`src/rtl/rtc_pkg.sv`:
```
// Shared encodings for the RTC command responder: register map, init table,
// command/state/phase enums and the access record passed to the bus engine.
package rtc_pkg;

  localparam logic [7:0] REG_CTRL      = 8'h02;
  localparam logic [7:0] CTRL_HOLD     = 8'h10;
  localparam logic [7:0] REG_STATUS    = 8'h10;
  localparam logic [7:0] REG_TIME_BASE = 8'h20;
  localparam logic [7:0] REG_XFER      = 8'hF0;
  localparam logic [7:0] XFER_KEY      = 8'hF0;
  localparam logic [7:0] REG_COMMIT    = 8'hF1;
  localparam logic [7:0] COMMIT_KEY    = 8'hF1;
  localparam int         INIT_LEN      = 3;

  typedef struct packed {
    logic       rw;    // 1 = read
    logic [7:0] addr;
    logic [7:0] data;
  } access_t;

  typedef enum logic [1:0] {CMD_NONE, CMD_INIT, CMD_READ, CMD_WRITE} cmd_e;
  typedef enum logic [1:0] {S_IDLE, S_RUN, S_DONE, S_WAIT_REL} state_e;
  typedef enum logic [1:0] {PH_ADDR, PH_AGAP, PH_DATA, PH_DGAP} phase_e;

  // Init: raise the hold bit, drop it, then clear the status register.
  function automatic access_t init_access(input logic [1:0] i);
    case (i)
      2'd0:    return '{rw: 1'b0, addr: REG_CTRL,   data: CTRL_HOLD};
      2'd1:    return '{rw: 1'b0, addr: REG_CTRL,   data: 8'h00};
      default: return '{rw: 1'b0, addr: REG_STATUS, data: 8'h00};
    endcase
  endfunction

endpackage

```
`src/rtl/rtc_bus_cycle.sv`:
```
// Single RTC bus access: ADDR phase then DATA phase, each strobe pulse followed by a gap.
// A new start is accepted in the last gap cycle so accesses can run back-to-back.
module rtc_bus_cycle
  import rtc_pkg::*;
#(
  parameter int T_PULSE = 4,
  parameter int T_GAP   = 2
) (
  input  logic       clk,
  input  logic       reset,
  input  logic       start,
  input  logic       rw,
  input  logic [7:0] addr,
  input  logic [7:0] wdata,
  input  logic [7:0] ad_i,
  output logic       busy,
  output logic       done,
  output logic [7:0] rdata,
  output logic       cs_n,
  output logic       ad_n,
  output logic       rd_n,
  output logic       wr_n,
  output logic [7:0] ad_o,
  output logic       ad_oe
);

  localparam int TMAX = (T_PULSE > T_GAP) ? T_PULSE : T_GAP;
  localparam int CW   = $clog2(TMAX + 1);

  phase_e        phase;
  logic [CW-1:0] cnt;
  logic          rw_q;
  logic [7:0]    data_q;
  logic          last;

  always_comb begin
    last = 1'b0;
    if (phase == PH_ADDR || phase == PH_DATA) last = (cnt == CW'(T_PULSE - 1));
    else                                      last = (cnt == CW'(T_GAP - 1));
  end

  assign done = busy && (phase == PH_DGAP) && last;

  always_ff @(posedge clk) begin
    if (reset) begin
      busy   <= 1'b0;
      phase  <= PH_ADDR;
      cnt    <= '0;
      rw_q   <= 1'b0;
      data_q <= '0;
      rdata  <= '0;
      cs_n   <= 1'b1;
      ad_n   <= 1'b1;
      rd_n   <= 1'b1;
      wr_n   <= 1'b1;
      ad_o   <= '0;
      ad_oe  <= 1'b0;
    end else if (start && (!busy || done)) begin
      busy   <= 1'b1;
      phase  <= PH_ADDR;
      cnt    <= '0;
      rw_q   <= rw;
      data_q <= wdata;
      cs_n   <= 1'b0;
      ad_n   <= 1'b0;
      rd_n   <= 1'b1;
      wr_n   <= 1'b0;
      ad_o   <= addr;
      ad_oe  <= 1'b1;
    end else if (busy) begin
      if (!last) begin
        cnt <= cnt + 1'b1;
      end else begin
        cnt <= '0;
        case (phase)
          PH_ADDR: begin
            phase <= PH_AGAP;
            wr_n  <= 1'b1;
            ad_oe <= 1'b0;
          end
          PH_AGAP: begin
            phase <= PH_DATA;
            ad_n  <= 1'b1;
            if (rw_q) rd_n <= 1'b0;
            else begin
              wr_n  <= 1'b0;
              ad_oe <= 1'b1;
              ad_o  <= data_q;
            end
          end
          PH_DATA: begin
            phase <= PH_DGAP;
            cs_n  <= 1'b1;
            rd_n  <= 1'b1;
            wr_n  <= 1'b1;
            ad_oe <= 1'b0;
            if (rw_q) rdata <= ad_i;  // last rd_n-low cycle
          end
          default: begin
            busy  <= 1'b0;
            phase <= PH_ADDR;
            ad_o  <= '0;
          end
        endcase
      end
    end
  end

endmodule

```
`src/rtl/rtc_cmd_responder.sv`:
```
// Sequencer turning controller level commands into RTC register-access sequences,
// pulsing the matching done flag and holding the last time read back.
module rtc_cmd_responder
  import rtc_pkg::*;
#(
  parameter int T_PULSE     = 4,
  parameter int T_GAP       = 2,
  parameter int N_TIME_REGS = 6
) (
  input  logic        CLK,
  input  logic        reset,
  input  logic        iniciar,
  input  logic        whileT,
  input  logic        CrontUs,
  input  logic [47:0] user_time,
  output logic        finint,
  output logic        finwt,
  output logic        finct,
  output logic [47:0] rtc_time,
  output logic        rtc_cs_n,
  output logic        rtc_ad_n,
  output logic        rtc_rd_n,
  output logic        rtc_wr_n,
  output logic [7:0]  rtc_ad_o,
  output logic        rtc_ad_oe,
  input  logic [7:0]  rtc_ad_i
);

  state_e      state;
  cmd_e        cmd;
  logic [3:0]  idx;
  logic [3:0]  n_acc;
  logic [47:0] ut_q;
  logic [47:0] rd_buf;
  logic [47:0] rd_buf_nxt;
  access_t     acc;
  logic        start;
  logic        busy;
  logic        done;
  logic [7:0]  rdata;

  // idx counts accesses already launched; the one finishing on done is idx-1.
  assign n_acc = (cmd == CMD_INIT) ? 4'(INIT_LEN) : 4'(N_TIME_REGS + 1);
  assign start = (state == S_RUN) && ((idx == 4'd0) ? !busy : (done && idx < n_acc));

  always_comb begin
    acc = '0;
    case (cmd)
      CMD_INIT: acc = init_access(idx[1:0]);
      CMD_READ: begin
        if (idx == 4'd0) acc = '{rw: 1'b0, addr: REG_XFER, data: XFER_KEY};
        else             acc = '{rw: 1'b1, addr: REG_TIME_BASE + 8'(idx), data: 8'h00};
      end
      CMD_WRITE: begin
        if (idx < 4'(N_TIME_REGS))
          acc = '{rw: 1'b0, addr: REG_TIME_BASE + 8'(idx) + 8'd1, data: ut_q[8*int'(idx) +: 8]};
        else
          acc = '{rw: 1'b0, addr: REG_COMMIT, data: COMMIT_KEY};
      end
      default: ;
    endcase
  end

  always_comb begin
    rd_buf_nxt = rd_buf;
    if (cmd == CMD_READ && done && idx >= 4'd2)
      rd_buf_nxt[8*(int'(idx) - 2) +: 8] = rdata;
  end

  always_ff @(posedge CLK) begin
    if (reset) begin
      state    <= S_IDLE;
      cmd      <= CMD_NONE;
      idx      <= '0;
      ut_q     <= '0;
      rd_buf   <= '0;
      rtc_time <= '0;
      finint   <= 1'b0;
      finwt    <= 1'b0;
      finct    <= 1'b0;
    end else begin
      finint <= 1'b0;
      finwt  <= 1'b0;
      finct  <= 1'b0;
      case (state)
        S_IDLE: begin
          if (iniciar || CrontUs || whileT) begin
            cmd    <= iniciar ? CMD_INIT : (CrontUs ? CMD_WRITE : CMD_READ);
            ut_q   <= user_time;
            idx    <= '0;
            rd_buf <= '0;
            state  <= S_RUN;
          end
        end
        S_RUN: begin
          rd_buf <= rd_buf_nxt;
          if (start) idx <= idx + 4'd1;
          if (done && idx == n_acc) begin
            state  <= S_DONE;
            finint <= (cmd == CMD_INIT);
            finwt  <= (cmd == CMD_READ);
            finct  <= (cmd == CMD_WRITE);
            // all time bytes land together, in step with the done pulse
            if (cmd == CMD_READ) rtc_time <= rd_buf_nxt;
          end
        end
        S_DONE:     state <= S_WAIT_REL;
        S_WAIT_REL: if (!(iniciar || CrontUs || whileT)) state <= S_IDLE;
        default:    state <= S_IDLE;
      endcase
    end
  end

  rtc_bus_cycle #(.T_PULSE(T_PULSE), .T_GAP(T_GAP)) u_bus (
    .clk   (CLK),
    .reset (reset),
    .start (start),
    .rw    (acc.rw),
    .addr  (acc.addr),
    .wdata (acc.data),
    .ad_i  (rtc_ad_i),
    .busy  (busy),
    .done  (done),
    .rdata (rdata),
    .cs_n  (rtc_cs_n),
    .ad_n  (rtc_ad_n),
    .rd_n  (rtc_rd_n),
    .wr_n  (rtc_wr_n),
    .ad_o  (rtc_ad_o),
    .ad_oe (rtc_ad_oe)
  );

endmodule

```
`config.mk`:
```
export PLATFORM = sky130hd
export DESIGN_NAME = rtc_cmd_responder
export DESIGN_NICKNAME = d
export VERILOG_FILES = /design/src/rtl/rtc_pkg.sv /design/src/rtl/rtc_bus_cycle.sv /design/src/rtl/rtc_cmd_responder.sv
export SDC_FILE = /design/constraint.sdc
export NUM_CORES = 1
export LEC_CHECK = 0
export CORE_ASPECT_RATIO = 0.8
export CORE_MARGIN = 5
export CORE_UTILIZATION = 40
export DETAILED_ROUTE_END_ITERATION = 16
export PLACE_DENSITY = 0.74
export SETUP_SLACK_MARGIN = 0.5
export SYNTH_ARGS = -nofsm -noshare
export SYNTH_HDL_FRONTEND = slang
export SYNTH_SLANG_ARGS = --single-unit
export TNS_END_PERCENT = 1
```
`constraint.sdc`:
```
create_clock -name CLK -period 7.5 [get_ports CLK]
set_clock_uncertainty 0.05 [all_clocks]
set_input_delay 1.5 -clock CLK [delete_from_list [all_inputs] [get_ports CLK]]
set_output_delay 1.5 -clock CLK [all_outputs]
set_load 0.005 [all_outputs]
```
**Power grid**

The bar under the picture is 50 um long. Pins as bars on the die edge. Tap cells in grey.
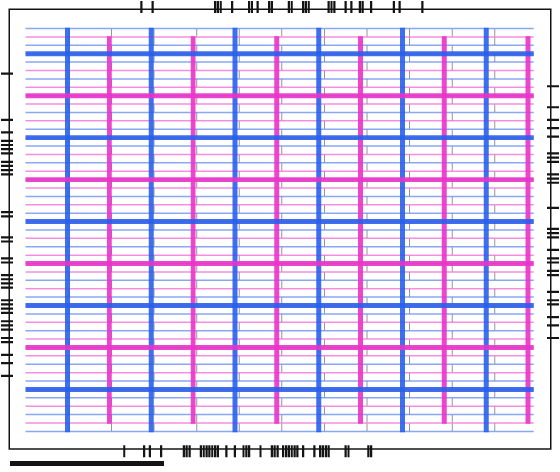
| colour | net |
|---|---|
| blue | VSS |
| magenta | VDD |
rows: 48
met5 straps: 9

**Cell placement**

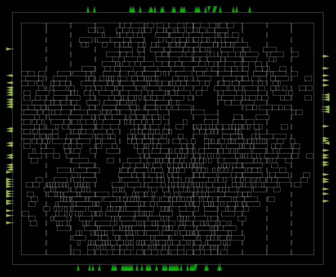
# fillers: 2,039
Util after Layout: 0.495
FP Rows: 48

**Cells coloured by class**

Fill, decap, tap and diode cells in grey.
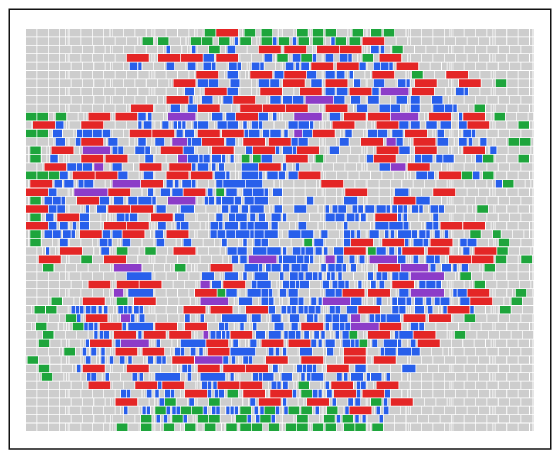
| colour | class | cells | share of their area |
|---|---|---|---|
| red | flip-flops | 191 | 37% |
| purple | clock drivers and dummy loads | 32 | 6.1% |
| green | other buffers and delay cells | 133 | 13% |
| blue | all other logic | 687 | 44% |
flop share of the area: 0.360
core box area: 0.0215 mm2
design area: 0.0106 mm2

==> out/metrics.yaml <==
status: "completed"
netlist_area_mm2: 0.00871
crit_end: "rd_buf[33]"
syn_inst: 962
comb-power_mw: 0.655
cts_setup_buffers: 0
tool_warnings: 39
relSlewSlack: 0.106
antenna_left: 0
endpoint_kind: "flop"
synth.cellmix.xorXnorShare: 0.00603
drc: 0
report.final.slew_viol_count: 0
dp.cells: 1286
diodes: 0
cp_slowest_stage_delay_ns: 1.15
dr.pass1.iters: 5
max-vdd-ir-drop_mv: 0.145
setup_tns_ns: 0
hold_depth: 2
cpMostUsedCell: "ha_1"
chipArea_mm2: 0.0249
cts_max_level: 4
dieHeight_um: 142
grt_pass1_wl_um: 37100
finalPower_mw: 2.84
synth_cell_type_count: 63
final_hold_viol_count: 0
grt-ovfl-total: 0
ctsHoldBuffers: 0
lay_top_cells: "dfxtp_1 (191), nand2_1 (141), clkdlybuf4s50_1 (123), a21oi_1 (68), nor2_1 (59)"
synthMuxAreaShare: 0.0696
synthToLayoutAreaGrowth_pct: 22.0
first_global_vias: 7052
worst_pin_slew_ns: 1.32
top_cell: "dfxtp_1"
synth-seq-cells: 191
==> critical path, delay by kind of cell (launching register included) <==
family                   cells  cell delay, ns
AND/OR/NAND/NOR              5            2.24
buffers and inverters        1            0.23
AND-OR/OR-AND                2            0.75
flip-flops                   1            0.78
adder cells (fa/ha/maj)      3            0.99
==> area by class of cell <==
cell class,instances,area share
clock buffers,19,0.0426
clock inverters,13,0.0162
inverters,12,0.00424
multi-input cells,675,0.422
flip-flops and latches,191,0.360
well taps,275,0.0324
repair buffers,133,0.123
==> metal layers <==
metal	track usage	wire length, um	vias up
li1	-	-	3620
met1	0.265	11300	3455
met3	0.0552	1630	18
met4	0.0380	197	0
met5	0	0	-
met2	0.270	9600	266
